`config.mk`:
```
export PLATFORM = sky130hd
export DESIGN_NAME = fetch_unit_flat
export DESIGN_NICKNAME = d
export VERILOG_FILES = /design/src/rtl/fetch_unit_pkg.sv /design/src/rtl/fetch_unit_if.sv /design/src/rtl/fetch_unit_rsp_buf.sv /design/src/rtl/fetch_unit.sv /design/src/flat_wrapper.sv
export SDC_FILE = /design/constraint.sdc
export NUM_CORES = 1
export LEC_CHECK = 0
export CAP_MARGIN = 20
export CELL_PAD_IN_SITES_DETAIL_PLACEMENT = 2
export CELL_PAD_IN_SITES_GLOBAL_PLACEMENT = 2
export CORE_MARGIN = 5
export CORE_UTILIZATION = 28
export DETAILED_ROUTE_END_ITERATION = 7
export PLACE_DENSITY = 0.9
export SYNTH_ARGS = -nofsm -noshare
export SYNTH_HDL_FRONTEND = slang
export SYNTH_SLANG_ARGS = --single-unit
```
`constraint.sdc`:
```
create_clock -name clk -period 3.85 [get_ports clk]
set_input_delay 0.385 -clock clk [delete_from_list [all_inputs] [get_ports clk]]
set_output_delay 0.385 -clock clk [all_outputs]
set_load 0.02 [all_outputs]
```
`src/rtl/fetch_unit_pkg.sv`:
```
// Shared types and constants for the fetch stage: FSM state encoding, NOP word, default reset PC.
package fetch_unit_pkg;

    typedef enum logic [2:0] {
        FETCH_IDLE  = 3'd0,
        FETCH_REQ   = 3'd1,
        FETCH_WAIT  = 3'd2,
        FETCH_HOLD  = 3'd3,
        FETCH_DRAIN = 3'd4
    } fetch_state_e;

    localparam logic [31:0] FETCH_NOP      = 32'h0000_0013;
    localparam logic [31:0] FETCH_RESET_PC = 32'h0000_0000;

endpackage

```
`src/rtl/fetch_unit_if.sv`:
```
// Fetch-stage bus: instruction-memory request/response channel plus the decode-side valid/stall handshake.
interface fetch_unit_if;

    logic        imem_req_valid;
    logic        imem_req_ready;
    logic [31:0] imem_addr;
    logic        imem_rsp_valid;
    logic [31:0] imem_rsp_data;
    logic        inst_valid;
    logic [31:0] inst;
    logic [31:0] inst_pc;
    logic        stall;

    modport master (
        output imem_req_valid, imem_addr, inst_valid, inst, inst_pc,
        input  imem_req_ready, imem_rsp_valid, imem_rsp_data, stall
    );

    modport slave (
        input  imem_req_valid, imem_addr, inst_valid, inst, inst_pc,
        output imem_req_ready, imem_rsp_valid, imem_rsp_data, stall
    );

endinterface

```
`src/rtl/fetch_unit_rsp_buf.sv`:
```
// fetch_rsp_buf: one-entry inst/inst_pc/valid holding register; kill beats clear beats load.
module fetch_rsp_buf #(
    parameter logic [31:0] RESET_PC = 32'h0000_0000,
    parameter logic [31:0] NOP_INST = 32'h0000_0013
) (
    input  logic        clk,
    input  logic        rst_n,
    input  logic        load,
    input  logic        clear,
    input  logic        kill,
    input  logic [31:0] load_inst,
    input  logic [31:0] load_pc,
    output logic        valid,
    output logic [31:0] inst,
    output logic [31:0] inst_pc
);

    always_ff @(posedge clk) begin
        if (!rst_n) begin
            valid   <= 1'b0;
            inst    <= NOP_INST;
            inst_pc <= RESET_PC;
        end else if (kill) begin
            valid <= 1'b0;
            inst  <= NOP_INST;
        end else if (clear) begin
            valid <= 1'b0;
        end else if (load) begin
            valid   <= 1'b1;
            inst    <= load_inst;
            inst_pc <= load_pc;
        end
    end

endmodule

```
`src/rtl/fetch_unit.sv`:
```
// fetch_unit: holds the architectural PC and keeps one imem read outstanding.
// Defining FETCH_MISALIGN_CHK_EN adds the fetch_misalign output and suppresses requests for unaligned PCs.
module fetch_unit
    import fetch_unit_pkg::*;
#(
    parameter logic [31:0] RESET_PC = FETCH_RESET_PC,
    parameter logic [31:0] NOP_INST = FETCH_NOP
) (
    input  logic         clk,
    input  logic         rst_n,
    input  logic [31:0]  next_pc,
    input  logic         redirect,
    output logic [31:0]  pc,
`ifdef FETCH_MISALIGN_CHK_EN
    output logic         fetch_misalign,
`endif
    fetch_unit_if.master bus
);

    // state | meaning
    // IDLE  | one cycle after reset before the first request
    // REQ   | request presented until accepted (or unaligned pc trapped)
    // WAIT  | request accepted, waiting for its response
    // HOLD  | inst valid to decode, waiting for !stall
    // DRAIN | killed request still in flight; its response is discarded

`ifdef FETCH_MISALIGN_CHK_EN
    localparam bit MISALIGN_CHK = 1'b1;
`else
    localparam bit MISALIGN_CHK = 1'b0;
`endif

    fetch_state_e state;
    logic         req_valid;
    logic [31:0]  addr;
    logic [31:0]  pc_d;
    logic         pc_d_misaligned;
    logic         redirect_live;
    logic         buf_load;
    logic         buf_clear;
    logic         buf_kill;
    logic [31:0]  buf_data;
    logic         buf_valid;
    logic [31:0]  buf_inst;
    logic [31:0]  buf_pc;

    assign redirect_live   = redirect && (state != FETCH_IDLE);
    assign pc_d_misaligned = MISALIGN_CHK && (pc_d[1:0] != 2'b00);

    always_comb begin
        pc_d = pc;
        if (redirect_live || (state == FETCH_HOLD && !bus.stall)) begin
            pc_d = next_pc;
        end
    end

    // Request valid/addr are registered; every entry into REQ loads them from pc_d.
    always_ff @(posedge clk) begin
        if (!rst_n) begin
            state     <= FETCH_IDLE;
            pc        <= RESET_PC;
            req_valid <= 1'b0;
            addr      <= RESET_PC;
        end else begin
            pc <= pc_d;
            unique case (state)
                FETCH_IDLE: begin
                    state     <= FETCH_REQ;
                    req_valid <= !pc_d_misaligned;
                    addr      <= pc_d;
                end
                FETCH_REQ: begin
                    if (req_valid && bus.imem_req_ready) req_valid <= 1'b0;
                    if (redirect_live && req_valid) begin
                        state <= FETCH_DRAIN;
                    end else if (redirect_live) begin
                        req_valid <= !pc_d_misaligned;
                        addr      <= pc_d;
                    end else if (!req_valid) begin
                        state <= FETCH_HOLD;
                    end else if (bus.imem_req_ready) begin
                        state <= FETCH_WAIT;
                    end
                end
                FETCH_WAIT: begin
                    if (redirect_live && !bus.imem_rsp_valid) begin
                        state <= FETCH_DRAIN;
                    end else if (redirect_live) begin
                        state     <= FETCH_REQ;
                        req_valid <= !pc_d_misaligned;
                        addr      <= pc_d;
                    end else if (bus.imem_rsp_valid) begin
                        state <= FETCH_HOLD;
                    end
                end
                FETCH_HOLD: begin
                    if (redirect_live || !bus.stall) begin
                        state     <= FETCH_REQ;
                        req_valid <= !pc_d_misaligned;
                        addr      <= pc_d;
                    end
                end
                FETCH_DRAIN: begin
                    // An unaccepted killed request must still complete before its response can be dropped.
                    if (req_valid) begin
                        if (bus.imem_req_ready) req_valid <= 1'b0;
                    end else if (bus.imem_rsp_valid) begin
                        state     <= FETCH_REQ;
                        req_valid <= !pc_d_misaligned;
                        addr      <= pc_d;
                    end
                end
                default: state <= FETCH_IDLE;
            endcase
        end
    end

    always_comb begin
        buf_load  = 1'b0;
        buf_clear = 1'b0;
        buf_kill  = 1'b0;
        buf_data  = bus.imem_rsp_data;
        if (redirect_live) begin
            buf_kill = 1'b1;
        end else begin
            unique case (state)
                FETCH_WAIT: buf_load = bus.imem_rsp_valid;
                FETCH_REQ: begin
                    if (!req_valid) begin
                        buf_load = 1'b1;
                        buf_data = NOP_INST;
                    end
                end
                FETCH_HOLD: buf_clear = !bus.stall;
                default: buf_load = 1'b0;
            endcase
        end
    end

`ifdef FETCH_MISALIGN_CHK_EN
    always_ff @(posedge clk) begin
        if (!rst_n) begin
            fetch_misalign <= 1'b0;
        end else if (buf_kill || buf_clear) begin
            fetch_misalign <= 1'b0;
        end else if (state == FETCH_REQ && !req_valid) begin
            fetch_misalign <= 1'b1;
        end
    end
`endif

    fetch_rsp_buf #(
        .RESET_PC (RESET_PC),
        .NOP_INST (NOP_INST)
    ) u_rsp_buf (
        .clk       (clk),
        .rst_n     (rst_n),
        .load      (buf_load),
        .clear     (buf_clear),
        .kill      (buf_kill),
        .load_inst (buf_data),
        .load_pc   (pc),
        .valid     (buf_valid),
        .inst      (buf_inst),
        .inst_pc   (buf_pc)
    );

    assign bus.imem_req_valid = req_valid;
    assign bus.imem_addr      = addr;
    assign bus.inst_valid     = buf_valid;
    assign bus.inst           = buf_inst;
    assign bus.inst_pc        = buf_pc;

endmodule

```
`src/flat_wrapper.sv`:
```
// flat-port wrapper written by rule: the top's interface ports become plain ports
module fetch_unit_flat import fetch_unit_pkg::*;
#(
    parameter logic [31:0] RESET_PC = FETCH_RESET_PC,
    parameter logic [31:0] NOP_INST = FETCH_NOP
)
  (clk, rst_n, next_pc, redirect, pc, bus_imem_req_valid, bus_imem_addr, bus_inst_valid, bus_inst, bus_inst_pc, bus_imem_req_ready, bus_imem_rsp_valid, bus_imem_rsp_data, bus_stall);
  fetch_unit_if bus_i ();
  input  logic clk;
  input  logic rst_n;
  input  logic [31:0] next_pc;
  input  logic redirect;
  output logic [31:0] pc;
  output wire logic [$bits(bus_i.imem_req_valid)-1:0] bus_imem_req_valid;
  output wire logic [$bits(bus_i.imem_addr)-1:0] bus_imem_addr;
  output wire logic [$bits(bus_i.inst_valid)-1:0] bus_inst_valid;
  output wire logic [$bits(bus_i.inst)-1:0] bus_inst;
  output wire logic [$bits(bus_i.inst_pc)-1:0] bus_inst_pc;
  input wire logic [$bits(bus_i.imem_req_ready)-1:0] bus_imem_req_ready;
  input wire logic [$bits(bus_i.imem_rsp_valid)-1:0] bus_imem_rsp_valid;
  input wire logic [$bits(bus_i.imem_rsp_data)-1:0] bus_imem_rsp_data;
  input wire logic [$bits(bus_i.stall)-1:0] bus_stall;
  assign bus_imem_req_valid = bus_i.imem_req_valid;
  assign bus_imem_addr = bus_i.imem_addr;
  assign bus_inst_valid = bus_i.inst_valid;
  assign bus_inst = bus_i.inst;
  assign bus_inst_pc = bus_i.inst_pc;
  assign bus_i.imem_req_ready = bus_imem_req_ready;
  assign bus_i.imem_rsp_valid = bus_imem_rsp_valid;
  assign bus_i.imem_rsp_data = bus_imem_rsp_data;
  assign bus_i.stall = bus_stall;
  fetch_unit #(.RESET_PC(RESET_PC), .NOP_INST(NOP_INST)) u_core (.clk(clk), .rst_n(rst_n), .next_pc(next_pc), .redirect(redirect), .pc(pc), .bus(bus_i));
endmodule
```
==> report_table.html <==
<h3>Run summary</h3>
<table>
<tr><th>Metric</th><th>Value</th></tr>
<tr><th colspan="2">Run status</th></tr>
<tr><td>Result of the run</td><td>completed</td></tr>
<tr><th colspan="2">Route</th></tr>
<tr><td>Post-detailed-route DRC marker count</td><td>0</td></tr>
<tr><td>Per-cell via count in the routed design</td><td>4.97</td></tr>
<tr><td>Routed length per placed instance</td><td>20.4 um</td></tr>
<tr><td>Antenna Nets Post-Route</td><td>0</td></tr>
<tr><td>Number of detailed-route iterations in the first pass</td><td>4</td></tr>
<tr><td>Iter 0 DRT Violations</td><td>198</td></tr>
<tr><th colspan="2">Synthesis</th></tr>
<tr><td>Biggest area cells</td><td>sky130_fd_sc_hd__dfxtp_1 (48%), sky130_fd_sc_hd__a22oi_1 (8.6%), sky130_fd_sc_hd__nand2_1 (6.5%)</td></tr>
<tr><td>Fraction of registers with async set/reset</td><td>0%</td></tr>
<tr><td>Post-synthesis share of cell area spent on full adders, half adders and majority gates</td><td>0%</td></tr>
<tr><td>Simple logic cell fraction of the synthesized area</td><td>16.6%</td></tr>
<tr><td>Post-synth top area cell</td><td>sky130_fd_sc_hd__dfxtp_1</td></tr>
<tr><td>Top-count cell post-synth</td><td>sky130_fd_sc_hd__dfxtp_1</td></tr>
<tr><td>Gate Count Post-Synth</td><td>595</td></tr>
<tr><td>Average instance area after synthesis</td><td>9.37 um2</td></tr>
<tr><td>Yosys stat chip area</td><td>5580 um2</td></tr>
<tr><td>List of most frequent post-synthesis cells</td><td>sky130_fd_sc_hd__dfxtp_1 (133), sky130_fd_sc_hd__nand2_1 (97), sky130_fd_sc_hd__a22oi_1 (64)</td></tr>
<tr><td>Post-synthesis instance area</td><td>5580 um2</td></tr>
<tr><td>Sequential fraction of the synthesis area</td><td>47.8%</td></tr>
<tr><td>Compound Share, Synth</td><td>23.0%</td></tr>
<tr><td>Area share of the largest cell type after synthesis</td><td>47.8%</td></tr>
<tr><td>Xor+xnor area frac</td><td>0%</td></tr>
<tr><td>Synthesis warning total</td><td>0</td></tr>
<tr><td>Net count after synthesis</td><td>665</td></tr>
<tr><td>Flops &amp; latches, synth</td><td>133</td></tr>
<tr><td>Dominant register cell</td><td>sky130_fd_sc_hd__dfxtp_1</td></tr>
<tr><td>Cells in synth_stat.txt</td><td>595</td></tr>
<tr><td>Synth mux share</td><td>7.14%</td></tr>
<tr><td>EDFF count, synth</td><td>0</td></tr>
<tr><td>Count of different cell masters after synthesis</td><td>39</td></tr>
<tr><td>Top non-seq family</td><td>AND-OR/OR-AND gates</td></tr>
<tr><th colspan="2">Global routing</th></tr>
<tr><td>Number of antenna violations at the first check in global routing</td><td>0</td></tr>
<tr><td>Via count of the first global-routing pass</td><td>5,622</td></tr>
<tr><td>Overflow after GRT</td><td>0</td></tr>
<tr><td>Maximum number of pins on one net before global-route repair</td><td>63</td></tr>
<tr><td>Global-route wire length before repair</td><td>32,400 um</td></tr>
<tr><th colspan="2">Finish</th></tr>
<tr><td>Area Growth Syn to Fin</td><td>48.7%</td></tr>
<tr><td>Filler cell count</td><td>2,148</td></tr>
<tr><td>Antenna Cells</td><td>0</td></tr>
<tr><td>Number of nets in the finished design</td><td>841</td></tr>
<tr><td>Layout cell share with drive strength beyond 1</td><td>11.0%</td></tr>
<tr><th colspan="2">Floorplanning</th></tr>
<tr><td>Die boundary height</td><td>151 um</td></tr>
<tr><td>Area inside the core boundary</td><td>19,500 um2</td></tr>
<tr><td>Floorplan die width</td><td>151 um</td></tr>
<tr><td>Overall chip area</td><td>22,800 um2</td></tr>
<tr><td>Number of primary I/O pins</td><td>200</td></tr>
<tr><td>Effective utilization at floorplan</td><td>28.6%</td></tr>
<tr><td>Floorplan row count</td><td>51</td></tr>
<tr><th colspan="2">STA</th></tr>
<tr><td>Final Hold Violation Tally</td><td>0</td></tr>
<tr><td>Summed negative setup slack over all endpoints</td><td>0 ns</td></tr>
<tr><td>Final-report setup violation count</td><td>0</td></tr>
<tr><td>Maximum clock skew at final layout</td><td>0.0121 ns</td></tr>
<tr><td>Fmax</td><td>406 MHz</td></tr>
<tr><td>Final Max Slew Viols</td><td>0</td></tr>
<tr><td>Actual slew at the worst max-slew pin</td><td>1.02 ns</td></tr>
<tr><td>Unrepaired setup endpoints after global routing</td><td>no</td></tr>
<tr><td>Final critical delay including setup and external delays</td><td>2.46 ns</td></tr>
<tr><td>Remaining max-slew budget at the tightest pin</td><td>32.2%</td></tr>
<tr><td>Final period util</td><td>63.9%</td></tr>
<tr><th colspan="2">Pwr</th></tr>
<tr><td>LEAKAGE</td><td>2.89 nW</td></tr>
<tr><td>Worst-case vdd ir drop</td><td>0.000319 V</td></tr>
<tr><td>Power density cells</td><td>576 nW/um2</td></tr>
<tr><th colspan="2">Worst setup path</th></tr>
<tr><td>Data required time at the worst endpoint</td><td>4.22 ns</td></tr>
<tr><td>Category of the worst setup path capture point</td><td>register</td></tr>
<tr><td>Crit start category</td><td>input pin</td></tr>
<tr><td>Data arrival, critical path</td><td>2.83 ns</td></tr>
<tr><td>Critical path peak fanout</td><td>33</td></tr>
<tr><td>R2R setup slack</td><td>1.42 ns</td></tr>
<tr><td>Kind of critical path</td><td>input pin to register</td></tr>
<tr><th colspan="2">CTS</th></tr>
<tr><td>CTS tree</td><td>built</td></tr>
<tr><td>Number of buffers inserted during clock tree synthesis</td><td>17</td></tr>
<tr><td>H-tree depth</td><td>4</td></tr>
<tr><td>Post-cts repair resize count</td><td>0</td></tr>
<tr><td>Clock-pin slew on the worst setup and hold paths</td><td>0.06 ns</td></tr>
<tr><td>CTS Hold Buffers Added</td><td>0</td></tr>
<tr><td>Source-to-sink clock delay at the later pin of the worst-skew pair</td><td>0.42 ns</td></tr>
<tr><td>Post-CTS setup repair buffer count</td><td>0</td></tr>
<tr><td>Master cell of the clock root buffer</td><td>sky130_fd_sc_hd__clkbuf_16</td></tr>
<tr><td>Maximum root-to-sink buffer count</td><td>2</td></tr>
<tr><td>Sinks on the clock net</td><td>133</td></tr>
<tr><th colspan="2">Run</th></tr>
<tr><td>Number of max-cap violations</td><td>0</td></tr>
<tr><td>Log Warnings</td><td>26</td></tr>
<tr><th colspan="2">Place</th></tr>
<tr><td>Routability Congestion</td><td>0.777</td></tr>
<tr><td>Port-buffer cells</td><td>199</td></tr>
<tr><td>Post-detail-place hpwl</td><td>14,500 um</td></tr>
<tr><th colspan="2">Hold path</th></tr>
<tr><td>Hold Path Class</td><td>register to register</td></tr>
</table>
worst paths after layout:
kind,start,end,cells after the start
worst max-delay path,redirect,u_core.bus.imem_addr[5],6
worst min-delay path,u_core.u_rsp_buf.inst[21],u_core.u_rsp_buf.inst[21],2
worst max register to register,u_core.state[1],u_core.u_rsp_buf.inst[19],6
worst min register to register,u_core.u_rsp_buf.inst[21],u_core.u_rsp_buf.inst[21],2
final cells by class:
type / instances / area [um2] / area share, %
multi-input cells: 407 / 2640 / 31.8
inverters: 3 / 11.3 / 0.136
clock inverters: 13 / 150 / 1.81
clock buffers: 18 / 429 / 5.18
flip-flops and latches: 133 / 2660 / 32.1
repair buffers: 209 / 2070 / 25.0
well taps: 265 / 332 / 4.00
sequential cells by signal, summed over array words and instances, names as in the netlist:
register	flops
u_core.bus.imem_addr	32
u_core.bus.imem_req_valid	1
u_core.pc	32
u_core.state	3
u_core.u_rsp_buf.inst	32
u_core.u_rsp_buf.inst_pc	32
u_core.u_rsp_buf.valid	1
kinds of logic (layout without fill, tap and decap cells):
kind of cell	count (synthesis)	in the layout
mux	32	32
flops	133	133
compound gates	182	182
buf+inv	55	243
simple gates	193	193
through the flow:
step	total power [mW]	cells	area, um2	hold WS (ns)	setup WS [ns]
floorplan	2.56	595	5580	0.529	2.08
global placement	3.15	1016	7700	0.438	1.05
detailed placement	3.20	1016	7700	0.446	0.916
CTS	4.85	1047	8280	0.454	1.36
global route	5.01	1048	8290	0.474	1.16
finish	4.78	1048	8290	0.449	1.39
critical path, cell delays in order:
cell and delay, ns:
sky130_fd_sc_hd__clkdlybuf4s50_1 0.72, sky130_fd_sc_hd__inv_1 0.25, sky130_fd_sc_hd__nor2_4 0.77, sky130_fd_sc_hd__a22oi_1 0.24
sky130_fd_sc_hd__a21boi_1 0.27, sky130_fd_sc_hd__mux2_4 0.18
routing by layer:
metal | global-route usage (%) | vias up | wire length [um]
li1 | - | 2461 | -
met3 | 4.34 | 27 | 940
met5 | 0 | - | 0
met4 | 6.98 | 0 | 522
met1 | 21.4 | 2602 | 8700
met2 | 33.2 | 121 | 11200
report_power, final:
part	internal (mW)	switching, mW	total (mW)
clock network	0.961	0.658	1.62
logic	0.644	0.790	1.43
registers	1.56	0.165	1.72
cells in the final DEF, fill, tap and decap left out, drive strengths merged, types with 11 or more instances in the layout:
| cell | n |
|---|---|
| a21boi | 64 |
| and2 | 33 |
| a21oi | 34 |
| nand3 | 29 |
| nand2 | 97 |
| mux2 | 32 |
| a22oi | 64 |
| dfxtp | 133 |
| buf | 11 |
| clkbuf | 18 |
| clkdlybuf4s50 | 198 |
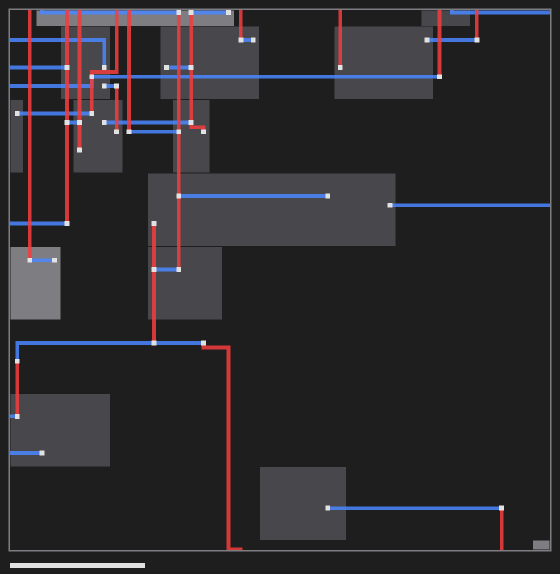
(images/detail.png)
Bar = 5 um. Region (103, 103) to (123, 123) um. Cells in gray, sequential cells in the stronger gray; small squares are vias.
color	layer
blue	metal 1
red	metal 2
most frequent	clkdlybuf4s50_1 (2)
sequential cells in the window	0
cells with their middle in the window	8

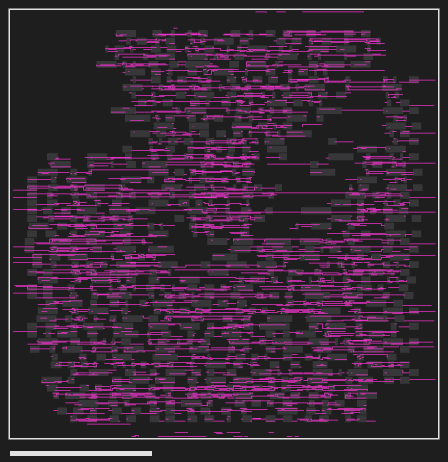
(images/layer_met1.png)
Bar = 50 um. Cells faint in the background.
nets with wire on the layer	759
wire length on this layer	8,700 um
longest straight run	82.3 um
GR met1 Demand/Resource: 21.4%
drt total wl: 21,400 um
total number of vias: 5,211

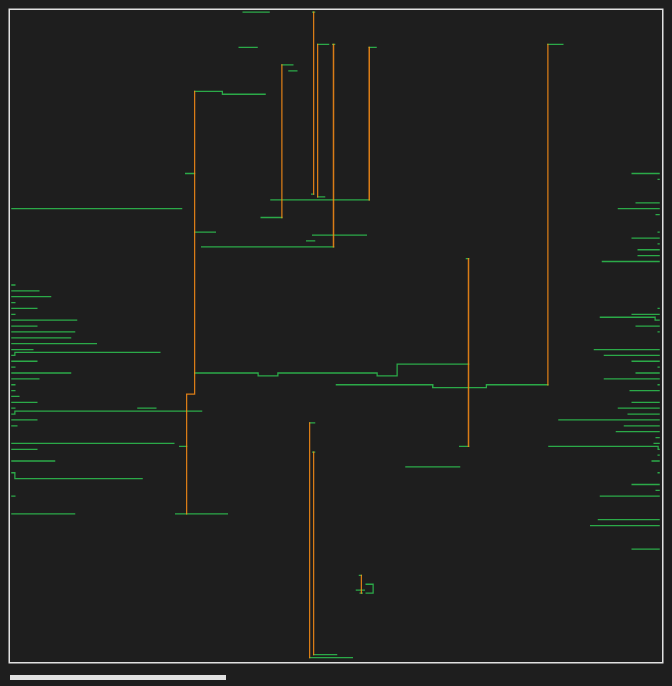
(images/wires.png)
Bar = 50 um. Two of the layers only.
color	layer	wire length
orange	metal 4	523 um
green	metal 3	940 um

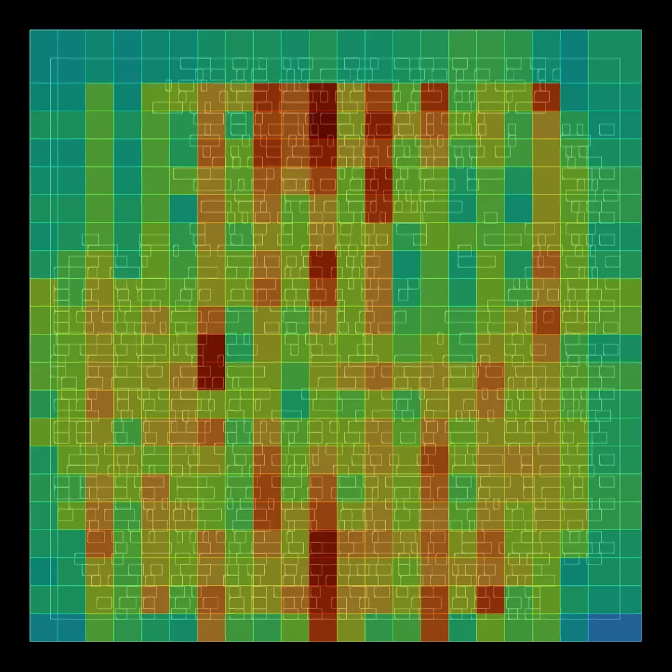
(images/congestion.png)
Total Routing Usage GR: 18.6%
share of the core filled with cells: 42.5%
GR Util met2: 33.2%

Power figures rest on the tool's default switching activity, not on a simulated workload.
